File: src/rtl/rgb_pixel_streamer_if.sv
// Word-in / pixel-out stream bundle between the source, the streamer and the gray-scale core.
// The master side is the streamer: it consumes the packed words and drives the pixel stream.
interface rgb_pixel_streamer_if #(
    parameter int unsigned MAX_PIXEL_BITS = 15
);
    logic                      word_valid_i;
    logic [31:0]               word_i;
    logic                      word_ready_o;
    logic [MAX_PIXEL_BITS-1:0] px_rgb_o;
    logic                      px_valid_o;
    logic                      start_o;
    logic                      finish_o;

    modport master (
        input  word_valid_i, word_i,
        output word_ready_o, px_rgb_o, px_valid_o, start_o, finish_o
    );

    modport slave (
        output word_valid_i, word_i,
        input  word_ready_o, px_rgb_o, px_valid_o, start_o, finish_o
    );
endinterface

File: src/rtl/rgb_pixel_streamer.sv
// Unpacks 32-bit words holding two RGB555 pixels into a one-pixel-per-cycle frame stream,
// framing it with start/finish pulses for the gray-scale core.
module rgb_pixel_streamer #(
    parameter int unsigned MAX_PIXEL_BITS = 15,
    parameter int unsigned CNT_BITS       = 16
) (
    input  logic                clk_i,
    input  logic                nreset_i,
    input  logic                go_i,
    input  logic [CNT_BITS-1:0] cfg_npix_i,
    rgb_pixel_streamer_if.master bus,
    output logic                busy_o,
    output logic                done_o
);
    typedef enum logic [1:0] {IDLE, STREAM, FINISH} state_e;
    typedef enum logic [1:0] {BUF_EMPTY, BUF_A, BUF_B} half_e;

    state_e                    state_q, state_d;
    half_e                     half_q, half_d;
    logic [29:0]               buf_q, buf_d;
    logic [CNT_BITS-1:0]       rem_q, rem_d;
    logic [CNT_BITS-1:0]       words_q, words_d;
    logic [MAX_PIXEL_BITS-1:0] px_q, px_d;
    logic                      pxv_q, pxv_d;
    logic                      start_q, start_d;
    logic                      first_q, first_d;
    logic                      zdone_q, zdone_d;

    logic ready;
    logic xfer;
    logic emit;
    logic unused_word_bits;

    assign unused_word_bits = bus.word_i[31] ^ bus.word_i[15];

    // Ready looks only at registered state: free buffer, or the last pending half leaves now.
    assign ready = (state_q == STREAM) && (words_q != '0) &&
                   ((half_q == BUF_EMPTY) || (half_q == BUF_B));
    assign xfer  = ready && bus.word_valid_i;

    always_comb begin
        state_d = state_q;
        half_d  = half_q;
        buf_d   = buf_q;
        rem_d   = rem_q;
        words_d = words_q;
        px_d    = px_q;
        pxv_d   = 1'b0;
        start_d = 1'b0;
        first_d = first_q;
        zdone_d = 1'b0;
        emit    = 1'b0;
        case (state_q)
            IDLE: begin
                if (go_i) begin
                    if (cfg_npix_i != '0) begin
                        state_d = STREAM;
                        rem_d   = cfg_npix_i;
                        words_d = (cfg_npix_i >> 1) + CNT_BITS'(cfg_npix_i[0]);
                        half_d  = BUF_EMPTY;
                        first_d = 1'b1;
                    end else begin
                        zdone_d = 1'b1;
                    end
                end
            end
            STREAM: begin
                // The final pixel is on the output this cycle; finish follows it.
                if (rem_q == '0) begin
                    state_d = FINISH;
                end else begin
                    case (half_q)
                        BUF_A: begin
                            emit   = 1'b1;
                            px_d   = MAX_PIXEL_BITS'(buf_q[14:0]);
                            half_d = (rem_q == CNT_BITS'(1)) ? BUF_EMPTY : BUF_B;
                        end
                        BUF_B: begin
                            emit   = 1'b1;
                            px_d   = MAX_PIXEL_BITS'(buf_q[29:15]);
                            half_d = BUF_EMPTY;
                        end
                        default: ;
                    endcase
                    if (emit) begin
                        pxv_d   = 1'b1;
                        start_d = first_q;
                        first_d = 1'b0;
                        rem_d   = rem_q - CNT_BITS'(1);
                    end
                    if (xfer) begin
                        buf_d   = {bus.word_i[30:16], bus.word_i[14:0]};
                        half_d  = BUF_A;
                        words_d = words_q - CNT_BITS'(1);
                    end
                end
            end
            FINISH: state_d = IDLE;
            default: state_d = IDLE;
        endcase
    end

    always_ff @(posedge clk_i or negedge nreset_i) begin
        if (!nreset_i) begin
            state_q <= IDLE;
            half_q  <= BUF_EMPTY;
            buf_q   <= '0;
            rem_q   <= '0;
            words_q <= '0;
            px_q    <= '0;
            pxv_q   <= 1'b0;
            start_q <= 1'b0;
            first_q <= 1'b0;
            zdone_q <= 1'b0;
        end else begin
            state_q <= state_d;
            half_q  <= half_d;
            buf_q   <= buf_d;
            rem_q   <= rem_d;
            words_q <= words_d;
            px_q    <= px_d;
            pxv_q   <= pxv_d;
            start_q <= start_d;
            first_q <= first_d;
            zdone_q <= zdone_d;
        end
    end

    assign bus.word_ready_o = ready;
    assign bus.px_rgb_o     = px_q;
    assign bus.px_valid_o   = pxv_q;
    assign bus.start_o      = start_q;
    assign bus.finish_o     = (state_q == FINISH);
    assign busy_o           = (state_q != IDLE);
    assign done_o           = (state_q == FINISH) || zdone_q;
endmodule

File: src/flat_wrapper.sv
// flat-port wrapper written by rule: the top's interface ports become plain ports
module rgb_pixel_streamer_flat 
#(
    parameter int unsigned MAX_PIXEL_BITS = 15,
    parameter int unsigned CNT_BITS       = 16
)
  (clk_i, nreset_i, go_i, cfg_npix_i, busy_o, done_o, bus_word_valid_i, bus_word_i, bus_word_ready_o, bus_px_rgb_o, bus_px_valid_o, bus_start_o, bus_finish_o);
  rgb_pixel_streamer_if #(.MAX_PIXEL_BITS(MAX_PIXEL_BITS)) bus_i ();
  input  logic clk_i;
  input  logic nreset_i;
  input  logic go_i;
  input  logic [CNT_BITS-1:0] cfg_npix_i;
  output logic busy_o;
  output logic done_o;
  input wire logic [$bits(bus_i.word_valid_i)-1:0] bus_word_valid_i;
  input wire logic [$bits(bus_i.word_i)-1:0] bus_word_i;
  output wire logic [$bits(bus_i.word_ready_o)-1:0] bus_word_ready_o;
  output wire logic [$bits(bus_i.px_rgb_o)-1:0] bus_px_rgb_o;
  output wire logic [$bits(bus_i.px_valid_o)-1:0] bus_px_valid_o;
  output wire logic [$bits(bus_i.start_o)-1:0] bus_start_o;
  output wire logic [$bits(bus_i.finish_o)-1:0] bus_finish_o;
  assign bus_i.word_valid_i = bus_word_valid_i;
  assign bus_i.word_i = bus_word_i;
  assign bus_word_ready_o = bus_i.word_ready_o;
  assign bus_px_rgb_o = bus_i.px_rgb_o;
  assign bus_px_valid_o = bus_i.px_valid_o;
  assign bus_start_o = bus_i.start_o;
  assign bus_finish_o = bus_i.finish_o;
  rgb_pixel_streamer #(.MAX_PIXEL_BITS(MAX_PIXEL_BITS), .CNT_BITS(CNT_BITS)) u_core (.clk_i(clk_i), .nreset_i(nreset_i), .go_i(go_i), .cfg_npix_i(cfg_npix_i), .bus(bus_i), .busy_o(busy_o), .done_o(done_o));
endmodule
File: config.mk
export PLATFORM = sky130hd
export DESIGN_NAME = rgb_pixel_streamer_flat
export DESIGN_NICKNAME = d
export VERILOG_FILES = /design/src/rtl/rgb_pixel_streamer_if.sv /design/src/rtl/rgb_pixel_streamer.sv /design/src/flat_wrapper.sv
export SDC_FILE = /design/constraint.sdc
export NUM_CORES = 1
export LEC_CHECK = 0
export CORE_MARGIN = 8
export CORE_UTILIZATION = 45
export DETAILED_ROUTE_END_ITERATION = 10
export PLACE_DENSITY_LB_ADDON = 0.25
export SLEW_MARGIN = 20
export SYNTH_ARGS = -nofsm -noshare
export SYNTH_HDL_FRONTEND = slang
export SYNTH_SLANG_ARGS = --single-unit
File: constraint.sdc
create_clock -name clk_i -period 2.41 [get_ports clk_i]
set_input_delay 0.241 -clock clk_i [delete_from_list [all_inputs] [get_ports clk_i]]
set_output_delay 0.241 -clock clk_i [all_outputs]
set_load 0.02 [all_outputs]
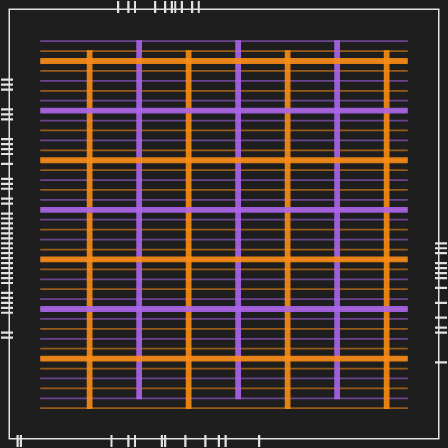
(power grid)
Pins as bars on the die edge.
purple -> VDD
orange -> VSS
met1 rails = 38
met4 straps = 7
signal pins = 73
rows = 37
met5 straps = 7

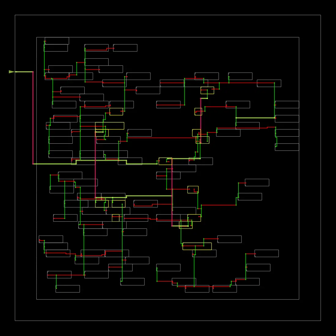
(clock nets)
num sequential: 85
CTS sink count: 85
number of buffers created by CTS: 9
power of the clock network: 1.15 mW

==> PnR_summary.wiki <==
=== Physical design figures ===
{| class="wikitable"
! Metric !! Value
|-
| Met1 Track Usage GR || 22.9%
|-
| Mean routed wirelength per cell || 17.0 um
|-
| Share of layout cells above drive strength 1 || 16.8%
|-
| Wl on met1 || 5.52 mm
|-
| Count of inserted tapcells || 136
|-
| Worst IR drop on VDD || 0.632 mV
|-
| Synthesis Warnings || 0
|-
| # port buffers || 70
|-
| Root buf cell || sky130_fd_sc_hd__clkbuf_8
|-
| Final count of negative-setup-slack endpoints || 0
|-
| Hold-fix buffers, CTS || 1
|-
| Routed wire length on met3 || 775 um
|-
| Switching power as a share of total power || 40.4%
|-
| Worst Setup EP || bus_word_ready_o
|-
| Post-CTS Setup Bufs || 1
|-
| Share of flip-flops with an asynchronous set or reset after synthesis || 100%
|-
| Most numerous logic cell after layout || sky130_fd_sc_hd__dfrtp_1
|-
| Worst clock skew || 14.4 ps
|-
| Floorplan-stage core utilization || 45.6%
|-
| Die Height || 117 um
|-
| Result of the run || finished, final reports clean
|-
| Worst Hold Class || input port to asynchronous set/reset pin
|-
| Synth Area in Simple Gates || 16.9%
|-
| Instance count on the critical path || 5
|-
| Maximum achievable frequency || 437 MHz
|-
| Share of synthesized area occupied by flip-flops and latches || 46.0%
|-
| Buffers excl. clock || 105
|-
| Worst EP arrival || 2050 ps
|-
| Via total after detailed routing || 3,971
|-
| Global routing usage summed across all routing layers || 17.4%
|-
| Type of the worst setup path || register to primary output
|-
| Flip-flop count of the largest register after layout || 30
|-
| Dominant cell area share || 46.0%
|-
| Sum of routed wire length over all layers || 11.9 mm
|-
| Clock-cell share || 3.71%
|-
| Cell types with the largest area share after synthesis || sky130_fd_sc_hd__dfrtp_1 (46%), sky130_fd_sc_hd__mux2_2 (6.6%), sky130_fd_sc_hd__o21ai_0 (5.6%), sky130_fd_sc_hd__a21oi_1 (3.7%), sky130_fd_sc_hd__mux2i_1 (3.2%)
|}
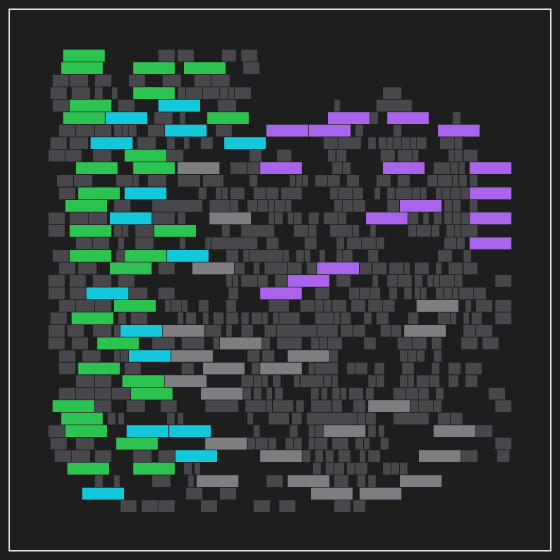
(sequential cells coloured by netlist name)
purple -> u_core.words_q  # flops 16
cyan -> u_core.bus.px_rgb_o  # flops 15
green -> u_core.buf_q  # flops 30, where a vertical strip on the left
not coloured = 24

-- worst min path at each step --
| stage | to | cells after the start | from | slack, ps |
|---|---|---|---|---|
| after floorplan | u_core.buf_q[0] | 0 | nreset_i | -50 |
| after global placement | u_core.rem_q[7] | 1 | nreset_i | 290 |
| after detailed placement | u_core.rem_q[14] | 1 | nreset_i | 290 |
| after CTS | u_core.rem_q[14] | 2 | nreset_i | 440 |
| after global routing | u_core.rem_q[14] | 2 | nreset_i | 490 |
| final | u_core.rem_q[14] | 2 | nreset_i | 430 |
-- through the flow --
stage          TNS, ps  instance area, um^2  worst slack [ps]  instances
5_1_grt              0                 5900              2.01        702
2_1_floorplan        0                 4620               485        470
4_1_cts              0                 5890               112        702
6_report             0                 5900               124        702
3_5_place_dp         0                 5650              18.9        685
3_3_place_gp     -56.9                 5650             -17.2        685
Power figures rest on the tool's default switching activity, not on a simulated workload.
